File: config.mk
export PLATFORM = sky130hd
export DESIGN_NAME = stream_mux_nx1
export DESIGN_NICKNAME = d
export VERILOG_FILES = /design/src/rtl/mux_pkg.sv /design/src/rtl/rr_priority_picker.sv /design/src/rtl/stream_mux_nx1.sv
export SDC_FILE = /design/constraint.sdc
export NUM_CORES = 1
export LEC_CHECK = 0
export ABC_AREA = 1
export CAP_MARGIN = 20
export CELL_PAD_IN_SITES_DETAIL_PLACEMENT = 2
export CELL_PAD_IN_SITES_GLOBAL_PLACEMENT = 2
export CORE_MARGIN = 2
export CORE_UTILIZATION = 19
export DETAILED_ROUTE_END_ITERATION = 6
export PLACE_DENSITY_LB_ADDON = 0.15
export SETUP_SLACK_MARGIN = 0.15
export SLEW_MARGIN = 10
export SYNTH_ARGS = -nofsm -noshare
export SYNTH_HDL_FRONTEND = slang
export SYNTH_SLANG_ARGS = --single-unit
File: constraint.sdc
create_clock -name clk -period 5.2 [get_ports clk]
set_input_delay 1.04 -clock clk [delete_from_list [all_inputs] [get_ports clk]]
set_output_delay 1.04 -clock clk [all_outputs]
set_load 0.02 [all_outputs]
File: src/rtl/mux_pkg.sv
// Shared definitions for the N-to-1 stream multiplexer: default sizes,
// a clog2 helper and the beat type held in the output register.
package mux_pkg;

  localparam int N_IN_DEF  = 16;
  localparam int WIDTH_DEF = 13;

  // Never returns less than 1, so a 2-input mux still gets a 1-bit select.
  function automatic int clog2(input int value);
    int result;
    result = 0;
    for (int i = 0; i < 32; i++) begin
      if ((1 << result) < value) result = result + 1;
    end
    return (result < 1) ? 1 : result;
  endfunction

  localparam int SEL_W_DEF = clog2(N_IN_DEF);

  typedef struct packed {
    logic [WIDTH_DEF-1:0] data;
    logic [SEL_W_DEF-1:0] src;
  } beat_t;

endpackage

File: src/rtl/rr_priority_picker.sv
// Combinational round-robin picker: rotates the request vector so the channel
// after ptr sits at bit 0, then priority-encodes the lowest set bit.
module rr_priority_picker
  import mux_pkg::*;
#(
  parameter int N_IN  = N_IN_DEF,
  parameter int SEL_W = clog2(N_IN)
) (
  input  logic [N_IN-1:0]  req,
  input  logic [SEL_W-1:0] ptr,
  output logic [SEL_W-1:0] gnt_idx,
  output logic             gnt_valid
);

  logic [N_IN-1:0] rotated;
  int              start;

  // ptr itself ends up in the top rotated position, so it is scanned last.
  always_comb begin
    start = int'(ptr) + 1;
    if (start >= N_IN) start = 0;
    rotated   = '0;
    gnt_valid = 1'b0;
    gnt_idx   = '0;
    for (int k = 0; k < N_IN; k++) begin
      rotated[k] = req[(start + k) % N_IN];
    end
    for (int k = N_IN - 1; k >= 0; k--) begin
      if (rotated[k]) begin
        gnt_valid = 1'b1;
        gnt_idx   = SEL_W'((start + k) % N_IN);
      end
    end
  end

endmodule

File: src/rtl/stream_mux_nx1.sv
// N-input, 1-output registered stream multiplexer with valid/ready handshake,
// selecting by fixed index or round-robin, with a one-deep output register.
module stream_mux_nx1
  import mux_pkg::*;
#(
  parameter int N_IN  = N_IN_DEF,
  parameter int WIDTH = WIDTH_DEF,
  parameter int SEL_W = clog2(N_IN)
) (
  input  logic                  clk,
  input  logic                  rst_n,
  input  logic [N_IN*WIDTH-1:0] in_data,
  input  logic [N_IN-1:0]       in_valid,
  output logic [N_IN-1:0]       in_ready,
  input  logic                  rr_en,
  input  logic [SEL_W-1:0]      sel,
  output logic [WIDTH-1:0]      out_data,
  output logic                  out_valid,
  input  logic                  out_ready,
  output logic [SEL_W-1:0]      out_src
);

  logic [SEL_W-1:0] rr_ptr;
  logic [SEL_W-1:0] rr_idx;
  logic             rr_valid;
  logic [SEL_W-1:0] grant;
  logic             grant_valid;
  logic             load;
  logic             transfer;

  rr_priority_picker #(
    .N_IN  (N_IN),
    .SEL_W (SEL_W)
  ) u_picker (
    .req       (in_valid),
    .ptr       (rr_ptr),
    .gnt_idx   (rr_idx),
    .gnt_valid (rr_valid)
  );

  assign load = !out_valid || out_ready;

  always_comb begin
    grant       = '0;
    grant_valid = 1'b0;
    if (rr_en) begin
      grant       = rr_idx;
      grant_valid = rr_valid;
    end else if (int'(sel) < N_IN) begin
      grant       = sel;
      grant_valid = in_valid[sel];
    end
  end

  assign transfer = load && grant_valid;

  // Gated by rst_n so no channel sees a handshake while reset is held.
  always_comb begin
    in_ready = '0;
    for (int i = 0; i < N_IN; i++) begin
      in_ready[i] = rst_n && transfer && (int'(grant) == i);
    end
  end

  always_ff @(posedge clk or negedge rst_n) begin
    if (!rst_n) begin
      out_valid <= 1'b0;
      out_data  <= '0;
      out_src   <= '0;
      rr_ptr    <= SEL_W'(N_IN - 1);
    end else if (transfer) begin
      out_valid <= 1'b1;
      out_data  <= in_data[int'(grant)*WIDTH +: WIDTH];
      out_src   <= grant;
      rr_ptr    <= grant;
    end else if (out_ready) begin
      out_valid <= 1'b0;
    end
  end

endmodule

Logic cells by family:
Scale: 2 px per micron.
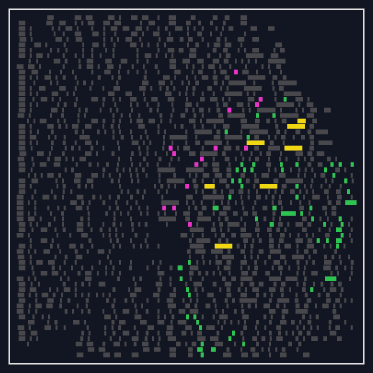
yellow -> fa/ha/maj cells  # cells 7, most used ha_4, where right middle
magenta -> and/or cells  # cells 14, most used or2_2
green -> aoi and oai cells  # cells 62, most used a21oi_1

Metal layers overlaid:
Scale: 2 px per micron.
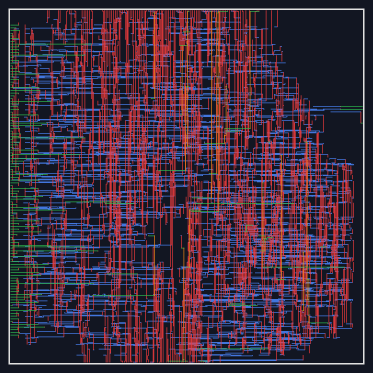
blue -> M1  # wire length 14,800 microns
orange -> M4  # wire length 904 microns
green -> M3  # wire length 1,390 microns
red -> M2  # wire length 18,700 microns

Port wiring:
Scale: 3 px per micron.
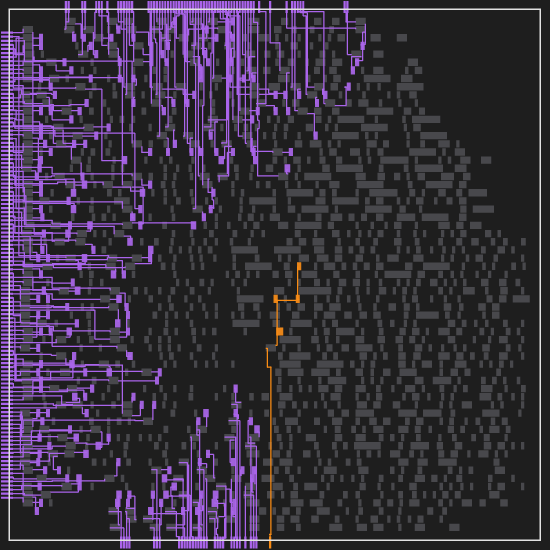
orange -> rr_en  # direction input, edge bottom, end cells 4, buffers 1, wire 100 microns
purple -> in_data  # direction input, edge 115 left, 63 top, 30 bottom, end cells 208, buffers 208, wire 5,810 microns
Port Buf Inserts: 265
I/O pin total: 266

Clock nets:
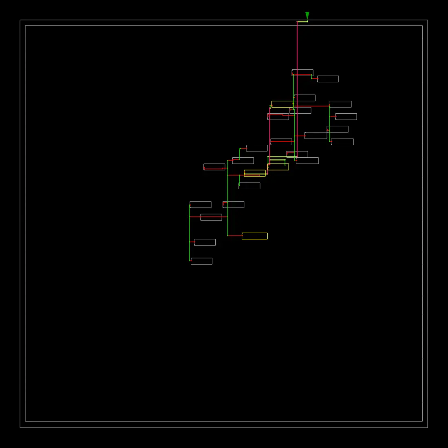
Latency at later pin: 260 ps
clock buffer count: 3

Register map, names as in the netlist:
Scale: 1.5 px per micron. Other sequential cells in the stronger grey, the rest of the logic in the fainter grey.
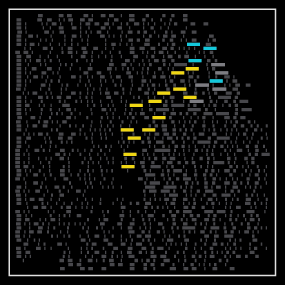
yellow -> out_data  # flops 13
cyan -> out_src  # flops 4, where top right

==> flow_summary.toml <==
# generated from flow reports
[status]
status = "finished, final reports clean"

[logic_synthesis]
synth-xor-area-share_pct = 0.752
synth_nets = 1431
synth_seq_share_pct = 9.82
ys_chip_area_sq_um = 5660
adder_share_pct = 1.55
synthTopCellsByCount = "651 x nand2_1, 201 x nand3_1, 60 x inv_1, 60 x nor2_1, 38 x a21oi_1"
synth.avg_cell_area_sq_um = 4.74
synth-cells-yosys = 1192
syn-cell-area_sq_um = 5660
mux_area_share_pct = 0
ff_type = "dfrtp_1"
top_area_cell = "nand2_1"
ys_sh_simple_pct = 70.2
synth.distinct_cells = 36

[placement]
gp_congestion = 0.901
pre_cts_slack_ps = -311
dp_hpwl_microns = 29100

[layout]
fin_nets = 1750
final_layout_size_suffix_gt1_share_pct = 19.1
fillers = 3767
area_delta_synth_final_pct = 77.9

[critical_path]
path_max_fanout = 6
end_kind = "output port"
worstPathRequired_ps = 4160
path_buffers = 6
cp_top_family = "simple AND/OR/NAND/NOR gates"
start_kind = "flop"
crit_top_cell = "nand2_1"
crit_slowest_cell = "dfstp_2"
rrSetupSlack_ps = 540

[grt]
grt_pass1_vias = 9433
antenna_found_initial = 1
grt_overflow = 0
grt_max_degree = 67
grt_pass1_wl_microns = 53400

[cts]
cts-resized-gates = 87
numClockSinks = 22
postCtsSetupRepairBufs = 2
numCtsBuffers = 3
cts_htree_levels = 1
cts-root-buf = "clkbuf_16"
clk_pin_slew_worst_paths_ps = 60
clk_path_buf_depth = 2

[final_timing]
fin_crit_ps = 4880
hold_viol_final = 0
finalMaxSlewViolations = 0
fin_crit_sh_pct = 93.9
slew_headroom_pct = 52.6
holdWs_ps = 483
setup_slack_ps = 318
rsz0062_at_grt = "true"
finalSetupTns_ps = 0

[route]
vias = 8866
drtIter0Drc = 222
routed_wl_microns = 35800
vias_per_cell = 4.66
dr.pass1.iters = 4

[die]
fp_util_pct = 19.2
die_w_microns = 177
die-area_sq_um = 31200

[worst_hold_path]
worstHoldPathType = "reg -> reg"
[path summary, 6_finish.rpt]
check,start,endpoint,cells past startpoint
worst max-delay path,rr_ptr[1],in_ready[1],28
worst min register to register,out_src[0],out_src[0],2
max in group asynchronous,rst_n,rr_ptr[0],2
min in group asynchronous,rst_n,out_src[0],2
worst max register to register,rr_ptr[1],out_data[9],35
worst min-delay path,out_src[0],out_src[0],2
[area by class of cell]
type	count	area (sq um)	share of cell area [%]
sequential	22	556	5.52
multi-input combinational	1030	5010	49.8
clock buffer	3	75.1	0.746
inverter	76	294	2.92
timing repair buffer	378	3600	35.8
tap	390	488	4.85
clock inverter	1	30.0	0.298
antenna	2	5.00	0.0497
[layer usage]
layer | track usage [%] | up-vias | share of wire [%]
met5 | 0 | - | 0
met4 | 5.20 | 0 | 2.5
met3 | 3.14 | 37 | 3.9
met2 | 41.9 | 192 | 52
met1 | 25.6 | 4253 | 41
li1 | - | 4384 | -
[flip-flops by register name (all words and copies together) (netlist names)]
register and count:
out_valid 1, out_src 4, out_data 13, rr_ptr 4
[worst min-delay path: stages (launching register included)]
cell and delay, ps:
dfrtp_1 340, nand2_1 50, nand2_1 50
[stage by stage]
stage / utilization [%] / instances / instance area [sq um]
3_3_place_gp: 31.1 / 1877 / 9160
2_1_floorplan: - / 1192 / 5660
3_5_place_dp: 31.1 / 1877 / 9160
5_1_grt: 34.1 / 1901 / 10100
4_1_cts: 31.8 / 1883 / 9370
6_report: 34.1 / 1902 / 10100
[cells by family after synthesis]
group / after synthesis
AND-OR/OR-AND: 63
XOR/XNOR: 4
adder cells (fa/ha/maj): 7
buffers and inverters: 140
flip-flops: 22
AND/OR/NAND/NOR: 956
